<file path="src/rtl/branch_predict_unit_pkg.sv">
// Shared definitions for the branch predict unit and the branch-condition decoder.
// Holds the branch-type encoding, flag bit positions, 2-bit counter states,
// the resolve FSM state type and the saturating counter update helper.
package branch_predict_unit_pkg;

    // Branch type encoding carried on ex_btype.
    localparam logic [2:0] BR_NONE = 3'd0;
    localparam logic [2:0] BR_JZ   = 3'd1;
    localparam logic [2:0] BR_JN   = 3'd2;
    localparam logic [2:0] BR_JC   = 3'd3;
    localparam logic [2:0] BR_JV   = 3'd4;
    localparam logic [2:0] BR_LOOP = 3'd5;
    localparam logic [2:0] BR_JMP  = 3'd6;
    localparam logic [2:0] BR_RET  = 3'd7;

    // Bit positions inside ex_flags.
    localparam int FLAG_Z = 0;
    localparam int FLAG_N = 1;
    localparam int FLAG_C = 2;
    localparam int FLAG_V = 3;

    // 2-bit saturating counter states; bit 1 is the taken prediction.
    localparam logic [1:0] SNT = 2'd0;
    localparam logic [1:0] WNT = 2'd1;
    localparam logic [1:0] WT  = 2'd2;
    localparam logic [1:0] ST  = 2'd3;

    // Resolve FSM: IDLE resolves and trains, FLUSH ignores wrong-path ex_* inputs.
    typedef enum logic {
        S_IDLE  = 1'b0,
        S_FLUSH = 1'b1
    } bpu_state_t;

    // Move a counter one step toward the observed outcome, saturating at SNT/ST.
    function automatic logic [1:0] ctr_update(input logic [1:0] cnt, input logic taken);
        logic [1:0] nxt;
        nxt = cnt;
        if (taken) begin
            if (cnt != ST) nxt = cnt + 2'd1;
        end else begin
            if (cnt != SNT) nxt = cnt - 2'd1;
        end
        return nxt;
    endfunction

endpackage

</file>
<file path="src/rtl/branch_predict_unit_table.sv">
// bpu_table: direct-mapped predictor storage, 2**IDX_W entries of
// {2-bit counter, PC_W target}. Asynchronous reads, one synchronous write
// port, asynchronous reset to counter=WNT, target=0.
// Ports:
//   clk, rst        clock, async active-high reset
//   rd_idx_i        fetch-side lookup index -> rd_cnt_o, rd_tgt_o
//   wr_idx_i        training index; wr_cnt_o returns the entry's current counter
//   wr_en_i         write the counter at wr_idx_i with wr_cnt_i
//   wr_tgt_en_i     additionally write the target with wr_tgt_i (needs wr_en_i)
module bpu_table
    import branch_predict_unit_pkg::*;
#(
    parameter int PC_W  = 8,
    parameter int IDX_W = 4
) (
    input  logic             clk,
    input  logic             rst,
    input  logic [IDX_W-1:0] rd_idx_i,
    output logic [1:0]       rd_cnt_o,
    output logic [PC_W-1:0]  rd_tgt_o,
    input  logic [IDX_W-1:0] wr_idx_i,
    output logic [1:0]       wr_cnt_o,
    input  logic             wr_en_i,
    input  logic             wr_tgt_en_i,
    input  logic [1:0]       wr_cnt_i,
    input  logic [PC_W-1:0]  wr_tgt_i
);

    localparam int DEPTH = 2 ** IDX_W;

    logic [1:0]      cnt_q [DEPTH];
    logic [PC_W-1:0] tgt_q [DEPTH];

    always_ff @(posedge clk or posedge rst) begin
        if (rst) begin
            for (int i = 0; i < DEPTH; i++) begin
                cnt_q[i] <= WNT;
                tgt_q[i] <= '0;
            end
        end else if (wr_en_i) begin
            cnt_q[wr_idx_i] <= wr_cnt_i;
            if (wr_tgt_en_i) tgt_q[wr_idx_i] <= wr_tgt_i;
        end
    end

    // No bypass: a lookup in the write cycle sees the old entry.
    assign rd_cnt_o = cnt_q[rd_idx_i];
    assign rd_tgt_o = tgt_q[rd_idx_i];
    assign wr_cnt_o = cnt_q[wr_idx_i];

endmodule

</file>
<file path="src/rtl/branch_predict_unit.sv">
// branch_predict_unit: fetch-stage branch prediction plus execute-stage
// resolve, training and mispredict redirect/flush sequencing.
// Lookup side:  fetch_pc -> pred_taken, pred_target (combinational).
// Resolve side: ex_* inputs -> b_take (combinational); on mispredict a
//   registered one-cycle redirect_valid pulse, held redirect_pc, and flush
//   high for FLUSH_CYCLES cycles.
// Optional feature macro BPU_STATS_EN adds stat_branches / stat_mispredicts.
module branch_predict_unit
    import branch_predict_unit_pkg::*;
#(
    parameter int PC_W         = 8,
    parameter int IDX_W        = 4,
    parameter int FLUSH_CYCLES = 2
) (
    input  logic            clk,
    input  logic            rst,
    input  logic [PC_W-1:0] fetch_pc,
    output logic            pred_taken,
    output logic [PC_W-1:0] pred_target,
    input  logic            ex_valid,
    input  logic [PC_W-1:0] ex_pc,
    input  logic [2:0]      ex_btype,
    input  logic [3:0]      ex_flags,
    input  logic            ex_pred_taken,
    input  logic [PC_W-1:0] ex_pred_target,
    input  logic [PC_W-1:0] ex_target,
    input  logic [PC_W-1:0] ex_next_pc,
    output logic            b_take,
`ifdef BPU_STATS_EN
    output logic [15:0]     stat_branches,
    output logic [15:0]     stat_mispredicts,
`endif
    output logic            redirect_valid,
    output logic [PC_W-1:0] redirect_pc,
    output logic            flush
);

    localparam int CW = (FLUSH_CYCLES > 1) ? $clog2(FLUSH_CYCLES) : 1;

    bpu_state_t      state_q, state_d;
    logic [CW-1:0]   fcnt_q, fcnt_d;
    logic            redirect_valid_q;
    logic [PC_W-1:0] redirect_pc_q;

    logic [1:0]      rd_cnt;
    logic [1:0]      cur_cnt;
    logic            resolve_active;
    logic            cond_true;
    logic            mispredict;
    logic            wr_en;
    logic            wr_tgt_en;
    logic [1:0]      wr_cnt;

    // Index bits only: the table has no tag, upper PC bits are unused.
    logic unused_pc_hi;
    assign unused_pc_hi = ^{fetch_pc[PC_W-1:IDX_W], ex_pc[PC_W-1:IDX_W]};

    bpu_table #(
        .PC_W (PC_W),
        .IDX_W(IDX_W)
    ) u_table (
        .clk        (clk),
        .rst        (rst),
        .rd_idx_i   (fetch_pc[IDX_W-1:0]),
        .rd_cnt_o   (rd_cnt),
        .rd_tgt_o   (pred_target),
        .wr_idx_i   (ex_pc[IDX_W-1:0]),
        .wr_cnt_o   (cur_cnt),
        .wr_en_i    (wr_en),
        .wr_tgt_en_i(wr_tgt_en),
        .wr_cnt_i   (wr_cnt),
        .wr_tgt_i   (ex_target)
    );

    assign pred_taken = rd_cnt[1];

    // Branch-condition decode, same encoding as the original decoder.
    always_comb begin
        cond_true = 1'b0;
        case (ex_btype)
            BR_JZ, BR_LOOP: cond_true = ex_flags[FLAG_Z];
            BR_JN:          cond_true = ex_flags[FLAG_N];
            BR_JC:          cond_true = ex_flags[FLAG_C];
            BR_JV:          cond_true = ex_flags[FLAG_V];
            BR_JMP, BR_RET: cond_true = 1'b1;
            default:        cond_true = 1'b0;
        endcase
    end

    // In FLUSH the execute instruction is wrong-path and must not resolve.
    assign resolve_active = ex_valid && (state_q == S_IDLE);
    assign b_take         = resolve_active && cond_true;
    assign mispredict     = resolve_active &&
                            ((b_take != ex_pred_taken) ||
                             (b_take && (ex_pred_target != ex_target)));

    // Training: conditional types step the counter; JMP forces strongly taken.
    // RET is never trained because its target depends on the return stack.
    always_comb begin
        wr_en     = 1'b0;
        wr_tgt_en = 1'b0;
        wr_cnt    = cur_cnt;
        if (resolve_active) begin
            case (ex_btype)
                BR_JZ, BR_JN, BR_JC, BR_JV, BR_LOOP: begin
                    wr_en     = 1'b1;
                    wr_tgt_en = b_take;
                    wr_cnt    = ctr_update(cur_cnt, b_take);
                end
                BR_JMP: begin
                    wr_en     = 1'b1;
                    wr_tgt_en = 1'b1;
                    wr_cnt    = ST;
                end
                default: ;
            endcase
        end
    end

    // FSM next state: fcnt counts the remaining FLUSH cycles down to 0.
    always_comb begin
        state_d = state_q;
        fcnt_d  = fcnt_q;
        case (state_q)
            S_IDLE: begin
                if (mispredict) begin
                    state_d = S_FLUSH;
                    fcnt_d  = CW'(FLUSH_CYCLES - 1);
                end
            end
            S_FLUSH: begin
                if (fcnt_q == '0) state_d = S_IDLE;
                else              fcnt_d  = fcnt_q - 1'b1;
            end
            default: state_d = S_IDLE;
        endcase
    end

    always_ff @(posedge clk or posedge rst) begin
        if (rst) begin
            state_q          <= S_IDLE;
            fcnt_q           <= '0;
            redirect_valid_q <= 1'b0;
            redirect_pc_q    <= '0;
        end else begin
            state_q          <= state_d;
            fcnt_q           <= fcnt_d;
            redirect_valid_q <= mispredict;
            if (mispredict) redirect_pc_q <= b_take ? ex_target : ex_next_pc;
        end
    end

    assign redirect_valid = redirect_valid_q;
    assign redirect_pc    = redirect_pc_q;
    assign flush          = (state_q == S_FLUSH);

`ifdef BPU_STATS_EN
    logic [15:0] stat_branches_q;
    logic [15:0] stat_mispredicts_q;

    always_ff @(posedge clk or posedge rst) begin
        if (rst) begin
            stat_branches_q    <= '0;
            stat_mispredicts_q <= '0;
        end else begin
            if (resolve_active && (ex_btype != BR_NONE)) stat_branches_q <= stat_branches_q + 16'd1;
            if (mispredict) stat_mispredicts_q <= stat_mispredicts_q + 16'd1;
        end
    end

    assign stat_branches    = stat_branches_q;
    assign stat_mispredicts = stat_mispredicts_q;
`endif

endmodule

</file>
<file path="config.mk">
export PLATFORM = sky130hd
export DESIGN_NAME = branch_predict_unit
export DESIGN_NICKNAME = d
export VERILOG_FILES = /design/src/rtl/branch_predict_unit_pkg.sv /design/src/rtl/branch_predict_unit_table.sv /design/src/rtl/branch_predict_unit.sv
export SDC_FILE = /design/constraint.sdc
export NUM_CORES = 1
export LEC_CHECK = 0
export CAP_MARGIN = 0
export CORE_ASPECT_RATIO = 1.5
export CORE_MARGIN = 2
export CORE_UTILIZATION = 30
export CTS_BUF_LIST = sky130_fd_sc_hd__clkbuf_4 sky130_fd_sc_hd__clkbuf_8
export CTS_CLUSTER_DIAMETER = 100
export DETAILED_ROUTE_END_ITERATION = 8
export SLEW_MARGIN = 30
export SYNTH_ARGS = -nofsm -noshare
export SYNTH_HDL_FRONTEND = slang
export SYNTH_SLANG_ARGS = --single-unit
</file>
<file path="constraint.sdc">
create_clock -name clk -period 7.7 [get_ports clk]
set_input_delay 1.155 -clock clk [delete_from_list [all_inputs] [get_ports clk]]
set_output_delay 1.155 -clock clk [all_outputs]
set_load 0.05 [all_outputs]
</file>
Figure 1. Track usage over the die (run 1).
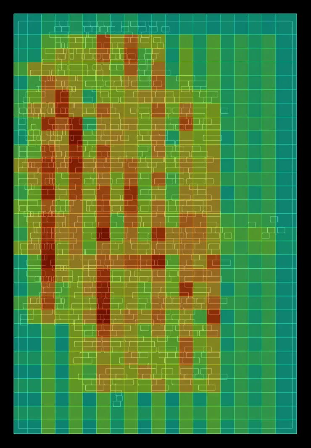
busiest grt layer: met2
Tot GR Track Use: 14.31%
met1 usage: 16.44%
DR WL/cell: 20.50 um

Figure 2. Local utilization (run 1).
Bar = 50 um. The die is cut into 14 by 21 equal tiles; black is low, pale yellow is high, 0 to 100% covered.
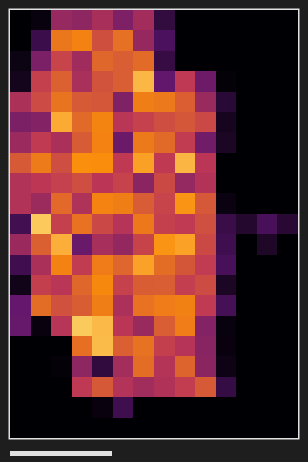
tiles over 75% full: 5.1%
fullest tile: 88%
densest ninth of the die: centre

Figure 3. The metal 1 layer (run 1).
Bar = 50 um.
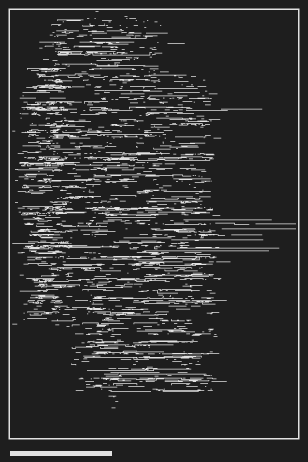
main direction: horizontal
nets with wire on the layer: 614
share of all routed wire: 39%
wire length on this layer: 7,760 um
longest straight run: 61.2 um

Figure 4. Routed metal per tile (run 1).
Bar = 50 um. The die is cut into 14 by 21 equal tiles; black is low, pale yellow is high, scaled to the fullest tile. Values are wire area over tile area, all layers added.
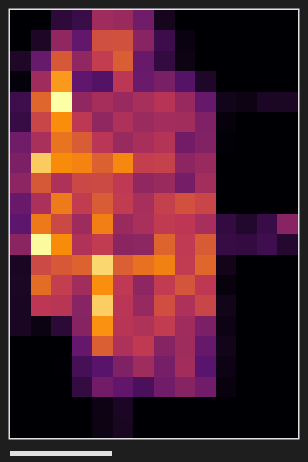
tiles over half the peak: 22%
fullest tile: 0.39
nearly empty tiles: 33%
via count: 5,071
Routed WL: 20.05 mm

==> impl_metrics.py, run 1 <==
# Physical implementation metrics
metrics = {
    "yosys": {
        "ys_cells": 579,
        "yosysUniqueCellTypes": 44,
        "yosys.area.top_type_share_pct": 45.53,
        "ys_top_logic_family": "multiplexers",
        "yosys.area_share.aoi_pct": 4.641,
        "mux_area_share_pct": 33.51,
        "yosys_warnings": 0,
        "yosys.area.top_type": "dfrtp_1",
        "ff_type": "dfrtp_1",
        "xor_share_pct": 0.8224,
        "synth-adder-area-share_pct": 0,
        "ys_seq_share_pct": 50.46,
        "async_flop_share_pct": 100.0,
    },
    "power": {
        "p_sw_share_pct": 30.59,
        "vdd_drop_max_v": 0.0001560,
        "comb_power_mw": 0.912,
        "maxPowerGroup": "sequential cells",
        "seq-power_mw": 1.35,
    },
    "final_layout": {
        "seq_area_um2": 4299,
        "areaGrowthSynthToFinish_pct": 16.40,
        "fillers": 2676,
        "regMostFlops": "u_table.tgt_q",
        "drive_gt1_share_pct": 43.20,
        "final_nets": 670,
        "design_area_um2": 9917,
        "seq_cells": 171,
        "antenna_cells": 0,
    },
    "final_timing": {
        "slew_viol_final": 0,
        "finalSetupViolCount": 0,
        "period_needed_ns": 5.005,
        "timing.slew.headroom_pct": 44.06,
        "worstMarginPinSlew_ns": 0.8329,
        "finalHoldViolations": 0,
        "rsz0062_at_grt": "false",
        "tns_ns": 0,
    },
    "floorplan": {
        "die_x_um": 141.6,
        "coreArea_um2": 27960,
    },
    "worst_hold_path": {
        "hp-class": "register to register",
    },
    "clock_network": {
        "insertion_delay_ns": 0.47,
        "htree_levels": 4,
        "clk_path_buf_depth": 2,
        "cts_buffers": 17,
        "ctsHoldBuffers": 0,
        "clock-sinks": 171,
    },
    "critical_path": {
        "path_delay_family": "buffers and inverters",
        "cp_slowest_cell": "clkdlybuf4s50_1",
        "critPathLaunchType": "input port",
        "cp_slowest_stage_delay_ns": 0.73,
        "rr_startpoint": "flush",
        "timing.rr.end": "u_table.tgt_q[102]",
    },
    "global_routing": {
        "use_met3_pct": 2.930,
        "grt_util_met2_pct": 26.16,
        "grt_pass1_wl_mm": 32.49,
    },
    "routing": {
        "vias_per_cell": 5.185,
        "drt_iter0_drc": 180,
        "dr.pass1.iters": 5,
        "wl_met1_mm": 7.756,
        "drc": 0,
    },
    "outcome": {
        "outcome": "finished, final reports clean",
    },
    "placement": {
        "placed_area_um2": 9409,
        "globalplace.congestion": 0.8055,
        "place_worst_setup_slack_ns": 2.622,
        "hpwl_mm": 13.68,
    },
}
## Run 2: what changed since run 1
clock period = 4.87 ns   (was 7.7 ns; I/O delays follow)
Figure 5. Track usage over the die (run 2).
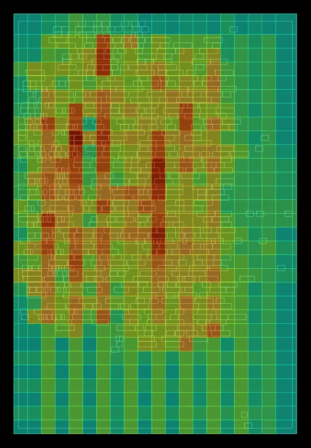
M2 GR Usage: 24.69%
final core utilization: 35.28%

==> run 2 against run 1 <==
  * Combinational power increased by 58%
  * Global-route usage decreased by 0.25 points
  * Design area decreased by 0.52%
  * Largest cell class unchanged
  * Largest power group unchanged
==> impl_metrics.py, run 2 <==
# Physical implementation metrics
metrics = {
    "outcome": {
        "outcome": "finished, final reports clean",
    },
    "placement": {
        "place_worst_setup_slack_ns": 0.9099,
        "globalplace.congestion": 0.7803,
        "hpwl_mm": 13.83,
        "placed_area_um2": 9489,
    },
    "global_routing": {
        "grt_use_total_pct": 14.06,
        "grt_pass1_vias": 5338,
        "busiest_layer": "met2",
        "antenna_found_initial": 0,
        "grtUsageMet1_pct": 18.29,
        "use_met3_pct": 2.272,
    },
    "routing": {
        "drc": 0,
        "dr.pass1.iters": 4,
        "wl_met1_mm": 8.835,
        "vias_per_cell": 5.121,
        "wl_met2_mm": 10.57,
        "drt-wirelength-per-cell_um": 20.29,
        "drt_iter0_drc": 352,
        "wl_mm": 19.99,
    },
    "yosys": {
        "ys_top_logic_family": "multiplexers",
        "synthesis.instances": 579,
        "yosys.area_share.aoi_pct": 4.641,
        "ff_type": "dfrtp_1",
        "async_flop_share_pct": 100.0,
        "yosys.area.top_type_share_pct": 45.53,
        "ys_cells": 579,
        "yosys.area.top_type": "dfrtp_1",
        "yosys_warnings": 0,
        "yosysUniqueCellTypes": 44,
        "xor_share_pct": 0.8224,
        "synth-adder-area-share_pct": 0,
    },
    "worst_hold_path": {
        "hp-class": "register to register",
        "whs_path_depth": 1,
    },
    "critical_path": {
        "endpoint_kind": "output port",
        "rr_startpoint": "flush",
        "cp_slowest_stage_delay_ns": 0.75,
        "path_delay_family": "buffers and inverters",
        "cp_slowest_cell": "clkdlybuf4s50_1",
        "timing.rr.end": "u_table.tgt_q[91]",
    },
    "power": {
        "maxPowerGroup": "sequential cells",
        "vdd_drop_max_v": 0.0002732,
        "p_per_area_nw_per_um2": 458.6,
        "comb_power_mw": 1.44,
        "seq-power_mw": 2.13,
    },
    "clock_network": {
        "insertion_delay_ns": 0.45,
        "cts_tree": "done",
        "clock-sinks": 171,
        "ctsHoldBuffers": 0,
        "htree_levels": 4,
        "clk_path_buf_depth": 2,
        "cts_buffers": 17,
    },
    "final_layout": {
        "design_area_um2": 9866,
        "drive_gt1_share_pct": 43.66,
        "clock_area_share_pct": 3.817,
        "antenna_cells": 0,
        "fillers": 2712,
        "seq_area_um2": 4299,
        "areaGrowthSynthToFinish_pct": 15.80,
        "final_nets": 677,
        "regMostFlops": "u_table.tgt_q",
    },
    "final_timing": {
        "period_needed_ns": 3.903,
        "rsz0062_at_grt": "false",
        "worstMarginPinSlew_ns": 0.8527,
        "fmax_ghz": 0.2562,
        "finalHoldViolations": 0,
        "timing.slew.headroom_pct": 42.73,
        "tns_ns": 0,
        "slew_viol_final": 0,
    },
    "floorplan": {
        "die_x_um": 141.6,
        "coreArea_um2": 27960,
    },
}
Figure 6. Met2 routing (run 2).
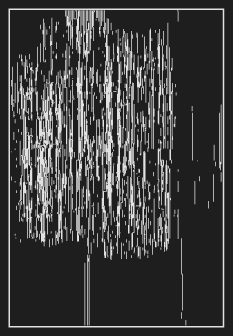
share of all routed wire: 53%
wire length on this layer: 10,600 um
longest straight run: 88.7 um

Power is estimated from default activity; no workload was simulated.
